Fig. 1: run 1, gate-type map
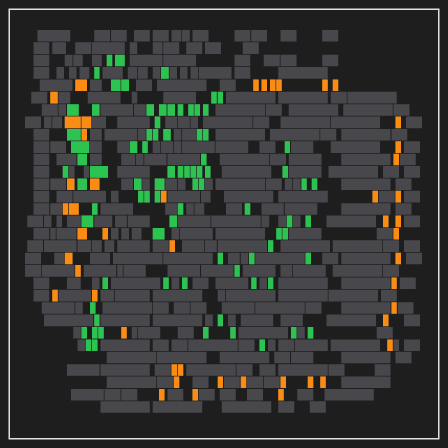
Fig. 2: run 1, routing congestion
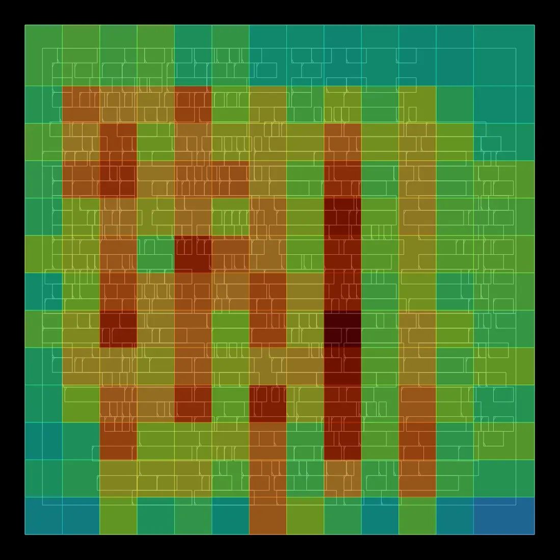
Fig. 3: run 1, register map, names as in the netlist
Bar = 20 um. Other sequential cells in the stronger grey, the rest of the logic in the fainter grey.
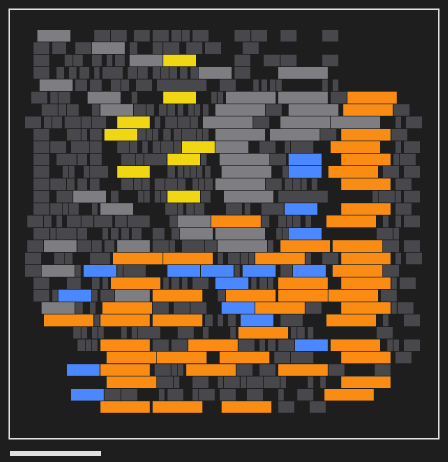
--- config.mk ---
export PLATFORM = sky130hd
export DESIGN_NAME = agm_fetch_unit_flat
export DESIGN_NICKNAME = d
export VERILOG_FILES = /design/src/rtl/agm_fetch_unit_if.sv /design/src/rtl/agm_fetch_unit.sv /design/src/flat_wrapper.sv
export SDC_FILE = /design/constraint.sdc
export NUM_CORES = 1
export LEC_CHECK = 0
export CAP_MARGIN = 15
export CORE_MARGIN = 3
export CORE_UTILIZATION = 56
export CTS_BUF_LIST = sky130_fd_sc_hd__clkbuf_4 sky130_fd_sc_hd__clkbuf_8 sky130_fd_sc_hd__clkbuf_16
export CTS_CLUSTER_DIAMETER = 200
export CTS_CLUSTER_SIZE = 20
export DETAILED_ROUTE_END_ITERATION = 10
export PLACE_DENSITY = 0.87
export SYNTH_ARGS = -nofsm -noshare
export SYNTH_HDL_FRONTEND = slang
export SYNTH_SLANG_ARGS = --single-unit
--- constraint.sdc ---
create_clock -name clk -period 6.08 [get_ports clk]
set_clock_uncertainty 0.1 [all_clocks]
set_input_delay 0.608 -clock clk [delete_from_list [all_inputs] [get_ports clk]]
set_output_delay 0.608 -clock clk [all_outputs]
set_load 0.01 [all_outputs]
--- src/rtl/agm_fetch_unit_if.sv ---
// agm_fetch_unit_if: program-memory byte port and instruction valid/ready port of the fetch unit.
interface agm_fetch_unit_if #(
  parameter int DATA_W      = 8,
  parameter int ADDR_W      = 8,
  parameter int INSTR_BYTES = 3
);
  logic                          mem_req;
  logic [ADDR_W-1:0]             mem_addr;
  logic                          mem_ack;
  logic [DATA_W-1:0]             mem_rdata;
  logic                          instr_valid;
  logic                          instr_ready;
  logic [DATA_W*INSTR_BYTES-1:0] instr_out;
  logic [ADDR_W-1:0]             instr_pc;
  modport master (
    output mem_req, mem_addr, instr_valid, instr_out, instr_pc,
    input  mem_ack, mem_rdata, instr_ready
  );
  modport slave (
    input  mem_req, mem_addr, instr_valid, instr_out, instr_pc,
    output mem_ack, mem_rdata, instr_ready
  );
endinterface

--- src/rtl/agm_fetch_unit.sv ---
// agm_fetch_unit: byte-wise instruction fetch, word assembly and prefetch queue with redirect flush.
module agm_fetch_unit #(
  parameter int DATA_W      = 8,
  parameter int ADDR_W      = 8,
  parameter int INSTR_BYTES = 3,
  parameter int QDEPTH      = 2,
  parameter int RESET_PC    = 0
) (
  input  logic                         clk,
  input  logic                         rst,
  input  logic                         fetch_en,
  input  logic                         redirect,
  input  logic [ADDR_W-1:0]            redirect_pc,
  output logic [ADDR_W-1:0]            pc_out,
  output logic [1:0]                   state_out,
  output logic [$clog2(QDEPTH+1)-1:0]  q_count,
  agm_fetch_unit_if.master             bus
);
  localparam int IW = DATA_W * INSTR_BYTES;
  localparam int BW = $clog2(INSTR_BYTES + 1);
  localparam int PW = QDEPTH > 1 ? $clog2(QDEPTH) : 1;
  localparam int CW = $clog2(QDEPTH + 1);
  typedef enum logic [1:0] {IDLE = 2'd0, FETCH = 2'd1, FULL = 2'd2} state_t;
  state_t            state, state_nx;
  logic [ADDR_W-1:0] pc, start_pc;
  logic [BW-1:0]     cnt;
  logic [IW-1:0]     asm_q;
  logic [IW+DATA_W-1:0] shifted;
  logic [IW-1:0]     q_data [QDEPTH];
  logic [ADDR_W-1:0] q_pc [QDEPTH];
  logic [PW-1:0]     rd, wr;
  logic [CW-1:0]     count;
  logic              valid, take, last, push, pop;
  function automatic logic [PW-1:0] nxt(input logic [PW-1:0] p);
    return p == PW'(QDEPTH - 1) ? '0 : p + 1'b1;
  endfunction
  assign shifted         = {asm_q, bus.mem_rdata};
  assign valid           = count != '0;
  assign take            = state == FETCH && bus.mem_ack && !redirect;
  assign last            = cnt == BW'(INSTR_BYTES - 1);
  assign push            = take && last;
  assign pop             = valid && bus.instr_ready && !redirect;
  assign bus.mem_req     = state == FETCH;
  assign bus.mem_addr    = pc;
  assign bus.instr_valid = valid;
  assign bus.instr_out   = valid ? q_data[rd] : '0;
  assign bus.instr_pc    = valid ? q_pc[rd] : '0;
  assign pc_out          = pc;
  assign state_out       = state;
  assign q_count         = count;
  // A push that fills the queue wins over fetch_en=0 so a full queue always reads as FULL.
  always_comb begin
    state_nx = state;
    if (redirect) state_nx = fetch_en ? FETCH : IDLE;
    else if (state == IDLE) state_nx = fetch_en ? FETCH : IDLE;
    else if (state == FETCH) state_nx = (push && !pop && count == CW'(QDEPTH - 1)) ? FULL : (fetch_en ? FETCH : IDLE);
    else state_nx = pop ? FETCH : FULL;
  end
  always_ff @(posedge clk) begin
    if (!rst) begin
      state    <= IDLE;
      pc       <= ADDR_W'(RESET_PC);
      start_pc <= '0;
      cnt      <= '0;
      asm_q    <= '0;
      rd       <= '0;
      wr       <= '0;
      count    <= '0;
    end else begin
      state <= state_nx;
      if (redirect) begin
        pc    <= redirect_pc;
        cnt   <= '0;
        asm_q <= '0;
        rd    <= '0;
        wr    <= '0;
        count <= '0;
      end else begin
        if (take) begin
          pc    <= pc + 1'b1;
          asm_q <= shifted[IW-1:0];
          cnt   <= last ? '0 : cnt + 1'b1;
          if (cnt == '0) start_pc <= pc;
        end
        if (push) begin
          q_data[wr] <= shifted[IW-1:0];
          q_pc[wr]   <= cnt == '0 ? pc : start_pc;
          wr         <= nxt(wr);
        end
        if (pop) rd <= nxt(rd);
        count <= count + CW'(push) - CW'(pop);
      end
    end
  end
endmodule

--- src/flat_wrapper.sv ---
// flat-port wrapper written by rule: the top's interface ports become plain ports
module agm_fetch_unit_flat 
#(
  parameter int DATA_W      = 8,
  parameter int ADDR_W      = 8,
  parameter int INSTR_BYTES = 3,
  parameter int QDEPTH      = 2,
  parameter int RESET_PC    = 0
)
  (clk, rst, fetch_en, redirect, redirect_pc, pc_out, state_out, q_count, bus_mem_req, bus_mem_addr, bus_instr_valid, bus_instr_out, bus_instr_pc, bus_mem_ack, bus_mem_rdata, bus_instr_ready);
  agm_fetch_unit_if #(.DATA_W(DATA_W), .ADDR_W(ADDR_W), .INSTR_BYTES(INSTR_BYTES)) bus_i ();
  input  logic clk;
  input  logic rst;
  input  logic fetch_en;
  input  logic redirect;
  input  logic [ADDR_W-1:0] redirect_pc;
  output logic [ADDR_W-1:0] pc_out;
  output logic [1:0] state_out;
  output logic [$clog2(QDEPTH+1)-1:0] q_count;
  output wire logic [$bits(bus_i.mem_req)-1:0] bus_mem_req;
  output wire logic [$bits(bus_i.mem_addr)-1:0] bus_mem_addr;
  output wire logic [$bits(bus_i.instr_valid)-1:0] bus_instr_valid;
  output wire logic [$bits(bus_i.instr_out)-1:0] bus_instr_out;
  output wire logic [$bits(bus_i.instr_pc)-1:0] bus_instr_pc;
  input wire logic [$bits(bus_i.mem_ack)-1:0] bus_mem_ack;
  input wire logic [$bits(bus_i.mem_rdata)-1:0] bus_mem_rdata;
  input wire logic [$bits(bus_i.instr_ready)-1:0] bus_instr_ready;
  assign bus_mem_req = bus_i.mem_req;
  assign bus_mem_addr = bus_i.mem_addr;
  assign bus_instr_valid = bus_i.instr_valid;
  assign bus_instr_out = bus_i.instr_out;
  assign bus_instr_pc = bus_i.instr_pc;
  assign bus_i.mem_ack = bus_mem_ack;
  assign bus_i.mem_rdata = bus_mem_rdata;
  assign bus_i.instr_ready = bus_instr_ready;
  agm_fetch_unit #(.DATA_W(DATA_W), .ADDR_W(ADDR_W), .INSTR_BYTES(INSTR_BYTES), .QDEPTH(QDEPTH), .RESET_PC(RESET_PC)) u_core (.clk(clk), .rst(rst), .fetch_en(fetch_en), .redirect(redirect), .redirect_pc(redirect_pc), .pc_out(pc_out), .state_out(state_out), .q_count(q_count), .bus(bus_i));
endmodule
==> impl_metrics.py, run 1 <==
# Generated from Yosys and OpenROAD reports
metrics = {
    "final_layout": {
        "logic_area_mm2": 0.00142,
        "most-common-layout-cells": "75 x clkdlybuf4s50_1, 64 x edfxtp_1, 60 x nand2_1",
        "syn2layout_area_growth_pct": 22.1,
        "inv_count": 6,
        "register_area_mm2": 0.00274,
        "logic_gate_count": 244,
        "regMostFlops": "u_core.q_data",
        "ff_count": 105,
        "drive_gt1_share_pct": 5.11,
        "clock_buffers": 10,
        "design_area_mm2": 0.00530,
        "fin_cells": 549,
        "comb_area_share_pct": 26.7,
        "layout.nonclk_buf_share_pct": 14.7,
    },
    "cts": {
        "clock_sinks": 105,
        "cts.clk_slew.worst_paths_ns": 0.09,
        "numCtsBuffers": 9,
        "cts_buffer_depth": 2,
        "clock_latency_ns": 0.35,
    },
    "min_path": {
        "min_to": "u_core.q_data[0][19]",
        "hp-class": "register to register",
        "hold_depth": 0,
        "hp-start": "u_core.asm_q[11]",
    },
    "outcome": {
        "status": "finished, final reports clean",
    },
    "grt": {
        "grt_use_met3_pct": 2.96,
        "met2_usage_pct": 36.2,
        "overflow": 0,
    },
    "logic_synthesis": {
        "yosys-top-cells-count": "64 x edfxtp_1, 60 x nand2_1, 41 x dfxtp_1, 40 x nor2_1, 32 x mux2i_1",
        "ys_area_mm2": 0.00434,
        "yosysMostFrequentCell": "edfxtp_1",
        "netlist_area_mm2": 0.00434,
        "synthDominantCellAreaShare_pct": 44.3,
        "ys_sh_simple_pct": 16.0,
        "ys_sh_xor_pct": 0.605,
        "top_logic_kind": "simple AND/OR/NAND/NOR gates",
        "avgSynthCellArea_um2": 11.2,
        "ys_sh_aoi_pct": 7.75,
        "adder_share_pct": 0.865,
        "synth_cell_type_count": 44,
        "syn_nets": 412,
    },
    "worst_setup_path": {
        "cp_num_cells": 5,
        "critPathCaptureType": "register",
        "critical_path_class": "input port to register",
        "cpMaxStageDelayCell": "clkdlybuf4s50_1",
        "critical-path-top-delay-family": "simple AND/OR/NAND/NOR gates",
        "worst-path-buf-inv": 2,
        "reg2reg_depth": 4,
        "startpoint_type": "input port",
        "worstPathRequired_ns": 6.02,
        "r2r_slack_ns": 3.49,
    },
    "floorplan": {
        "io_pins": 76,
        "die-height_um": 94.1,
        "dieArea_mm2": 0.00885,
        "taps": 99,
        "core_mm2": 0.00737,
        "die_w_um": 94.1,
    },
    "final_timing": {
        "period_used_pct": 51.1,
        "fin_hold_ws_ns": 0.366,
        "setup_tns_ns": 0,
        "drv_slew": 0,
        "setup_ws_ns": 2.97,
        "max_freq_mhz": 322,
        "worstMarginPinSlew_ns": 0.984,
    },
    "place": {
        "dp_slack_ns": 2.63,
        "dp_hpwl_um": 5740,
    },
    "pwr": {
        "pg_comb_w": 0.0000722,
        "irDropWorstVdd_mv": 0.123,
        "switching_share_pct": 20.7,
        "p_per_area_mw_per_mm2": 245,
        "power_w": 0.00130,
        "switchingPower_w": 0.000268,
    },
    "drt": {
        "drc": 0,
        "top_layer": "met4",
        "met2_length_um": 4530,
    },
    "run": {
        "warning_count": 26,
    },
}
## Picture notes: Fig. 1
colour	family	cells
orange	nor cells	48
green	nand cells	82

## Picture notes: Fig. 2
drt wl/cell: 16.0 um
GRT busiest layer: met2
Core Util, Final: 71.9%
M1 GR Usage: 27.0%

## Picture notes: Fig. 3
colour	name in the netlist	sequential cells
blue	u_core.asm_q	16
orange	u_core.q_data	48
yellow	u_core.start_pc	8

==> inputs of run 2 (changes only) <==
Settings changed: CORE_UTILIZATION 56 to 52, PLACE_DENSITY 0.87 to 0.82.
Clock period 6.08 ns to 3.2 ns, I/O delays scaled along.
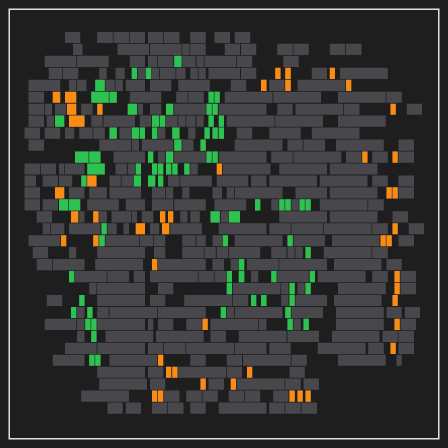
Fig. 4. Gate-type map (run 2).
colour	family	cells
green	nand cells	82
orange	nor cells	48

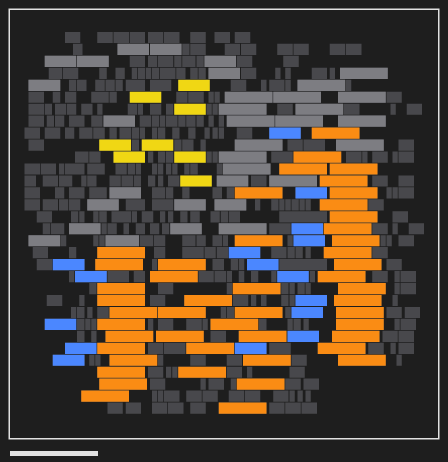
Fig. 5. Register map, names as in the netlist (run 2).
Bar = 20 um. Other sequential cells in the stronger grey, the rest of the logic in the fainter grey.
colour	name in the netlist	sequential cells
yellow	u_core.start_pc	8
blue	u_core.asm_q	16
orange	u_core.q_data	48
not coloured	33

==> impl_metrics.py, run 2 <==
# Generated from Yosys and OpenROAD reports
metrics = {
    "cts": {
        "numCtsBuffers": 9,
        "clock_sinks": 105,
        "clock_latency_ns": 0.36,
        "cts.clk_slew.worst_paths_ns": 0.09,
    },
    "worst_setup_path": {
        "critical-path-top-delay-family": "buffers and inverters",
        "r2r_slack_ns": 1.08,
        "critical_path_class": "register to primary output",
        "worstPathRequired_ns": 2.78,
        "worst-path-buf-inv": 2,
        "startpoint_type": "register",
        "cpMaxStageDelayCell": "clkdlybuf4s50_1",
        "reg2reg_depth": 4,
    },
    "final_layout": {
        "finalCoreUtilization_pct": 67.4,
        "syn2layout_area_growth_pct": 23.1,
        "drive_gt1_share_pct": 6.37,
        "register_area_mm2": 0.00274,
        "logic_area_mm2": 0.00142,
        "design_area_mm2": 0.00535,
        "regMostFlops": "u_core.q_data",
        "ff_count": 105,
    },
    "run": {
        "warning_count": 26,
    },
    "logic_synthesis": {
        "top_logic_kind": "simple AND/OR/NAND/NOR gates",
        "yosysMostFrequentCell": "edfxtp_1",
        "ys_sh_xor_pct": 0.605,
        "ys_sh_aoi_pct": 7.75,
        "ys_sh_simple_pct": 16.0,
        "synth_cell_type_count": 44,
        "adder_share_pct": 0.865,
    },
    "pwr": {
        "p_per_area_mw_per_mm2": 461,
        "pg_comb_w": 0.000139,
        "power_w": 0.00247,
        "switching_share_pct": 21.0,
    },
    "final_timing": {
        "max_freq_mhz": 412,
        "setup_ws_ns": 0.775,
    },
    "place": {
        "dp_slack_ns": 0.501,
    },
    "grt": {
        "grt_most_used_layer": "met2",
        "overflow": 0,
    },
    "min_path": {
        "hold_depth": 0,
        "min_to": "u_core.q_data[0][17]",
    },
    "floorplan": {
        "core_mm2": 0.00793,
        "taps": 102,
        "die-height_um": 97.4,
    },
    "outcome": {
        "status": "finished, final reports clean",
    },
    "drt": {
        "drc": 0,
        "met2_length_um": 4130,
    },
}
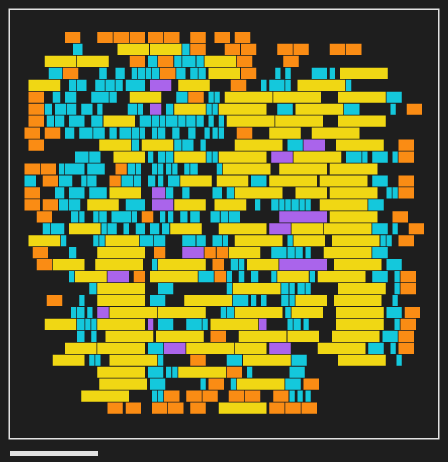
Fig. 6. Placed cells, one colour a class (run 2).
Bar = 20 um.
colour	class	cells
cyan	combinational and other logic	250
purple	clock drivers and dummy loads	16
orange	remaining buffers and delay cells	84
yellow	sequential cells	105

==> inputs of run 3 (changes only) <==
Settings changed: CORE_UTILIZATION 52 to 47, PLACE_DENSITY 0.82 to 0.78.
Clock period 3.2 ns to 2.2 ns, I/O delays scaled along.
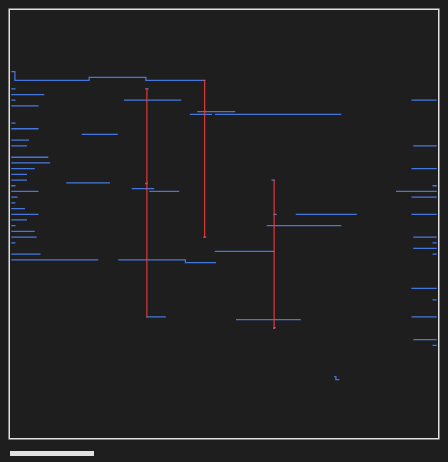
Fig. 7. Signal wires by layer (run 3).
Bar = 20 um. Two of the layers only.
colour	layer	wire length
blue	metal 3	418 um
red	metal 4	127 um

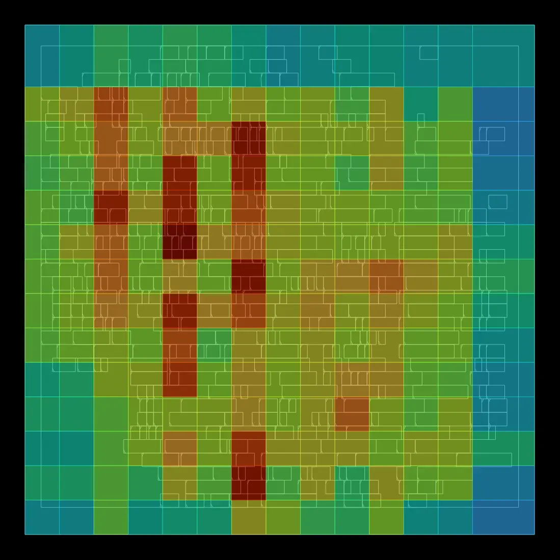
Fig. 8. Routing congestion (run 3).
met2 usage: 28.6%
Core Util, Final: 61.6%
GR Util All Layers: 17.5%
grt met3 use: 3.34%

==> impl_metrics.py, run 3 <==
# Generated from Yosys and OpenROAD reports
metrics = {
    "outcome": {
        "status": "finished, final reports clean",
    },
    "worst_setup_path": {
        "worstPathRequired_ns": 1.88,
        "critical_path_class": "register to primary output",
        "r2r_slack_ns": 0.43,
        "cpMaxStageDelayCell": "clkdlybuf4s50_1",
        "worst-path-buf-inv": 2,
        "critical-path-top-delay-family": "buffers and inverters",
        "startpoint_type": "register",
        "cp_num_cells": 4,
        "critPathCaptureType": "primary output",
        "reg2reg_depth": 8,
    },
    "pwr": {
        "switchingPower_w": 0.000719,
        "power_w": 0.00337,
        "powerClk_w": 0.00104,
        "switching_share_pct": 21.4,
        "pg_comb_w": 0.000204,
        "maxPowerGroup": "sequential cells",
        "irDropWorstVdd_mv": 0.294,
        "p_per_area_mw_per_mm2": 618,
    },
    "final_layout": {
        "clock_buffers": 12,
        "layout.nonclk_buf_share_pct": 17.5,
        "logic_gate_count": 244,
        "ff_count": 105,
        "logic_area_mm2": 0.00142,
        "inv_count": 6,
        "fin_cells": 570,
        "comb_area_share_pct": 26.1,
        "largest_class": "flip-flops and latches",
        "regMostFlops": "u_core.q_data",
        "drive_gt1_share_pct": 8.66,
        "register_area_mm2": 0.00275,
        "syn2layout_area_growth_pct": 25.4,
        "design_area_mm2": 0.00545,
        "most-common-layout-cells": "74 x clkdlybuf4s50_1, 64 x edfxtp_1, 60 x nand2_1",
    },
    "floorplan": {
        "taps": 108,
        "core_mm2": 0.00885,
        "die-height_um": 102,
        "io_pins": 76,
        "dieArea_mm2": 0.0104,
        "die_w_um": 102,
    },
    "logic_synthesis": {
        "ys_sh_aoi_pct": 7.75,
        "synth_cell_type_count": 44,
        "adder_share_pct": 0.865,
        "syn_nets": 412,
        "yosys-top-cells-count": "64 x edfxtp_1, 60 x nand2_1, 41 x dfxtp_1, 40 x nor2_1, 32 x mux2i_1",
        "avgSynthCellArea_um2": 11.2,
        "yosysMostFrequentCell": "edfxtp_1",
        "top_logic_kind": "simple AND/OR/NAND/NOR gates",
        "topCellsByArea": "edfxtp_1 44%, dfxtp_1 19%, mux2i_1 7.4%, nand2_1 5.2%, nor2_1 3.5%",
        "ys_area_mm2": 0.00434,
        "ys_sh_xor_pct": 0.605,
        "synthDominantCellAreaShare_pct": 44.3,
        "ys_sh_simple_pct": 16.0,
        "netlist_area_mm2": 0.00434,
    },
    "grt": {
        "grt_pass1_vias": 2892,
        "overflow": 0,
        "grt_most_used_layer": "met2",
        "use_met1_pct": 23.3,
    },
    "final_timing": {
        "drv_slew": 0,
        "max_freq_mhz": 474,
        "fin_hold_ws_ns": 0.361,
        "worstMarginPinSlew_ns": 0.351,
        "final-hold-violation-count": 0,
        "period_used_pct": 95.8,
        "setup_ws_ns": 0.0925,
    },
    "cts": {
        "root_buffer": "clkbuf_8",
        "cts_buffer_depth": 2,
        "clock_latency_ns": 0.36,
        "cts.clk_slew.worst_paths_ns": 0.08,
        "cts_tree": "yes",
        "numCtsBuffers": 9,
        "clock_sinks": 105,
    },
    "min_path": {
        "hp-start": "u_core.asm_q[13]",
        "min_to": "u_core.q_data[1][21]",
        "hp-class": "register to register",
        "hold_depth": 0,
    },
    "place": {
        "dp_slack_ns": 0.135,
        "dp_hpwl_um": 5900,
    },
    "drt": {
        "dr.pass1.iters": 4,
        "wl_um": 8740,
        "routedWlPerCell_um": 15.3,
        "top_layer": "met4",
        "drc": 0,
        "met2_length_um": 4240,
    },
    "run": {
        "warning_count": 26,
    },
}
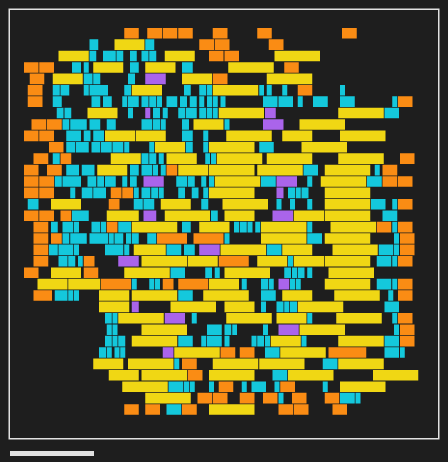
Fig. 9. Placed cells, one colour a class (run 3).
Bar = 20 um.
colour	class	cells
cyan	combinational and other logic	250
purple	clock drivers and dummy loads	16
yellow	sequential cells	105
orange	remaining buffers and delay cells	91

Power and IR drop assume default switching activity.
